power_grid.png
Pins as bars on the die edge.
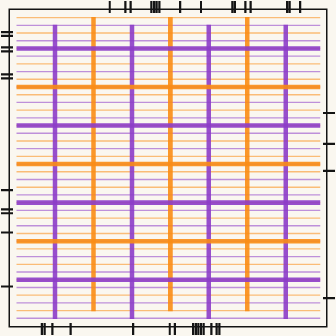
placement_by_type.png
The bar under the picture is 20 µm long.
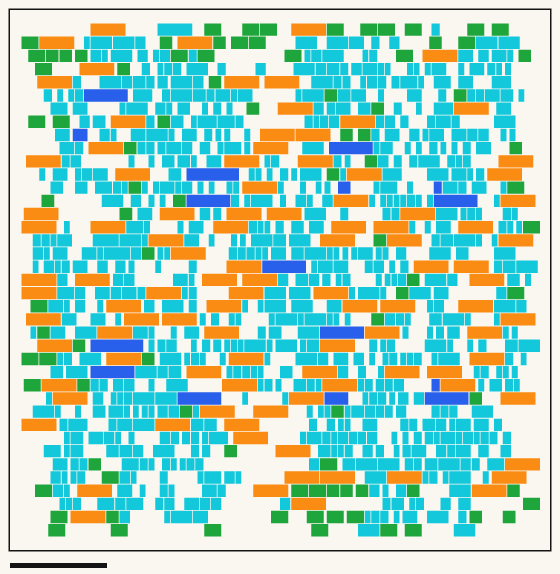
Design led_fade_driver, sky130hd; sources not shown.
==> out/metrics.yaml <==
worst_setup_path:
  critPathTopFamily: "simple AND/OR/NAND/NOR gates"
  crit_fanout: 7
  slowest_delay_ns: 0.53
  crit_required_ns: 2.89
  worst-path-buf-inv: 1
  ff2ff_path_depth: 8
  cp.arrival_ns: 2.69
  end_kind: "register"
  critPathKind: "register to register"
  regToRegSetupSlack_ns: 0.19
  startpoint_type: "register"
  critical-path-slowest-cell: "or4_1"
  path_cells: "inv_2 -> ha_1 -> nand4_1 -> nor2_4 -> or2_1 -> or4_1 -> o221ai_1 -> o31ai_1"
  path_depth: 8
flow_run:
  warnings: 32
  drv_cap: 0
yosys:
  ys_area_um2: 6700
  ys_seq_frac: 0.302
  ys_seq_elements: 101
  ys_warn_count: 0
  avgSynthCellArea_um2: 7.70
  edf_count: 0
  synthArstFlopShare: 0
  netlist_instances: 870
  ys_types: 70
  synth_top_flop_cell: "dfxtp_1"
  syn_area_um2: 6700
  ys_cells: 870
global_routing:
  use_met1: 0.384
  grtUsageMet2: 0.480
  first_global_vias: 6346
  antenna_found_initial: 0
  grt_max_degree: 37
  top_usage_layer: "met2"
  use_met3: 0.0523
  grt_pass1_wl_um: 30000
  grt_use_total: 0.289
  gr-total-overflow: 0
detailed_routing:
  vias_per_cell: 6.14
  ant_nets: 0
  firstDrtPassIters: 5
  drc: 0
  via_count: 6611
  drt-initial-drc-count: 506
  wl_um: 17800
  route.detailed.wl_per_inst_um: 16.6
power_and_ir_drop:
  combPwrFrac: 0.096
  power.switching_mw: 0.812
  p_sw_frac: 0.243
  power_density_nw_per_um2: 424
  internal_power_mw: 2.53
  clkPwrFrac: 0.435
  leakagePower_nw: 3.08
  p_total_mw: 3.34
  p_seq_frac: 0.468
final_timing:
  relSlewSlack: 0.544
  tns_ns: 0
  max_freq_mhz: 407
  fin_crit_sh: 0.928
  worstMarginPinSlew_ns: 0.677
  drv_slew: 0
  post-route-min-period_ns: 2.46
  finalClockSkew_ns: 0.00609
  timing.final.ws_setup_ns: 0.192
  rsz0062_at_grt: "true"
  setup_viol: 0
  hold_violations: 0
clock_network:
  cts_root_buffer: "clkbuf_16"
  clock_latency_ns: 0.35
  cts_hold_buf: 0
  htree_num_levels: 3
  clock_sinks: 101
  path_clk_slew_ns: 0.07
  post_cts_buffers: 0
  cts_buffers: 9
  clockBufferDepth: 2
  cts_tree: "yes"
floorplan:
  die_w_um: 111
  die-area_um2: 12400
  initial_core_util: 0.589
  pin_count: 46
placed_design:
  placed_cells_incl_taps: 1061
  io_buffers: 45
  dp_slack_ns: 0.00655
  gp_congestion: 0.958
  post-dp-hpwl_um: 12600
outcome:
  outcome: "finished clean"
finish:
  area_delta_synth_final_pct: 17.5
  layout-drive-gt1-share: 0.0953
  final_nets: 1007
  stdcell_count: 1077
  diodes: 0
hold_path:
  hold_path.class: "register to register"
  hold-path-cell-count: 2
About power_grid.png:
Purple shows VSS. Orange shows VDD.
7 straps on met4. 46 signal pins sit on the boundary. The core has 39 rows. 7 straps on met5. 40 met1 rails follow the rows.
Peak VDD IR: 0.411 mV
Die H: 111 µm
core area: 11400 µm²

About placement_by_type.png:
Orange shows sequential cells, cells 101, share of their area 26%. Cyan shows combinational and other logic, cells 726, share of their area 59%. Blue shows clock drivers and dummy loads, cells 16, share of their area 4.2%. Green shows remaining buffers and delay cells, cells 91, share of their area 10%.
Row Count: 39
final core utilization: 0.692

-- metal layers --
layer	vias to the layer above	wire length, µm
met5	-	0
met4	0	344
met3	48	1160
met2	239	8430
met1	3104	7910
li1	3220	-
-- per-stage QoR --
step           hold slack [ns]  area (µm²)
5_1_grt                  0.478        7870
3_3_place_gp             0.443        7510
4_1_cts                  0.458        7840
3_5_place_dp             0.448        7510
2_1_floorplan            0.430        6540
6_report                 0.455        7870
-- cells in the mapped netlist, drive strengths merged, types with 5 or more instances --
cell | instances | area share
inv | 52 | 0.029
mux2i | 5 | 0.0075
o31ai | 6 | 0.0067
or2 | 8 | 0.0075
a211oi | 11 | 0.013
o21bai | 6 | 0.0067
a31oi | 16 | 0.015
o211ai | 5 | 0.0056
a21o | 12 | 0.013
and3 | 16 | 0.015
nor2b | 9 | 0.0084
nor3 | 16 | 0.012
clkbuf | 39 | 0.022
or3 | 7 | 0.0065
and2 | 6 | 0.0056
nand2 | 121 | 0.068
ha | 72 | 0.13
a211o | 7 | 0.0092
nand4 | 14 | 0.014
a21oi | 72 | 0.054
nor4 | 6 | 0.0056
dfxtp | 101 | 0.30
xnor2 | 16 | 0.021
o21ai | 42 | 0.031
o22ai | 7 | 0.0065
nor2 | 80 | 0.045
xor2 | 16 | 0.021
nand3 | 31 | 0.023
nand2b | 7 | 0.0065
-- power groups by stage --
stage	combinational, mW	clock [mW]	sequential [mW]
finish	0.322	1.45	1.56
global route	0.356	1.53	1.57
CTS	0.312	1.47	1.56
detailed placement	0.308	0	1.60
global placement	0.296	0	1.60
floorplan	0.183	0	1.61
-- repair_timing --
action                                  CTS  global route
resized                                   1            10
pin swaps                                 0             2
endpoints found under the setup margin    2            12
cloned                                    0             0
-- layout make-up --
cell class	instances	area (µm²)
clock inverter	6	86.3
inverter	52	195
multi-input combinational	674	4350
tap	143	179
fill	959	3500
clock buffer	10	239
timing repair buffer	91	796
sequential	101	2020
-- worst register-to-register path, cell delays in order, from the launching register on --
cell and delay [ns]:
dfxtp_1 0.35, inv_2 0.09, ha_1 0.31, nand4_1 0.27, nor2_4 0.12, or2_1 0.35
or4_1 0.53, o221ai_1 0.20, o31ai_1 0.11
-- kinds of logic after synthesis --
kind of cell,after synthesis,synth area share
AND-OR/OR-AND,219,0.208
XOR/XNOR,32,0.0418
adder cells (fa/ha/maj),72,0.134
buffers and inverters,95,0.0538
flip-flops,101,0.302
multiplexers,7,0.0108
AND/OR/NAND/NOR,344,0.250
-- cell usage in the layout (no fill, tap or decap), drive strengths merged, types with 31 or more instances in the layout --
cell             n
nand2          121
o21ai           42
clkdlybuf4s50   45
ha              72
dfxtp          101
nand3           31
buf             46
nor2            80
a21oi           72
inv             51
Power is estimated from default activity; no workload was simulated.
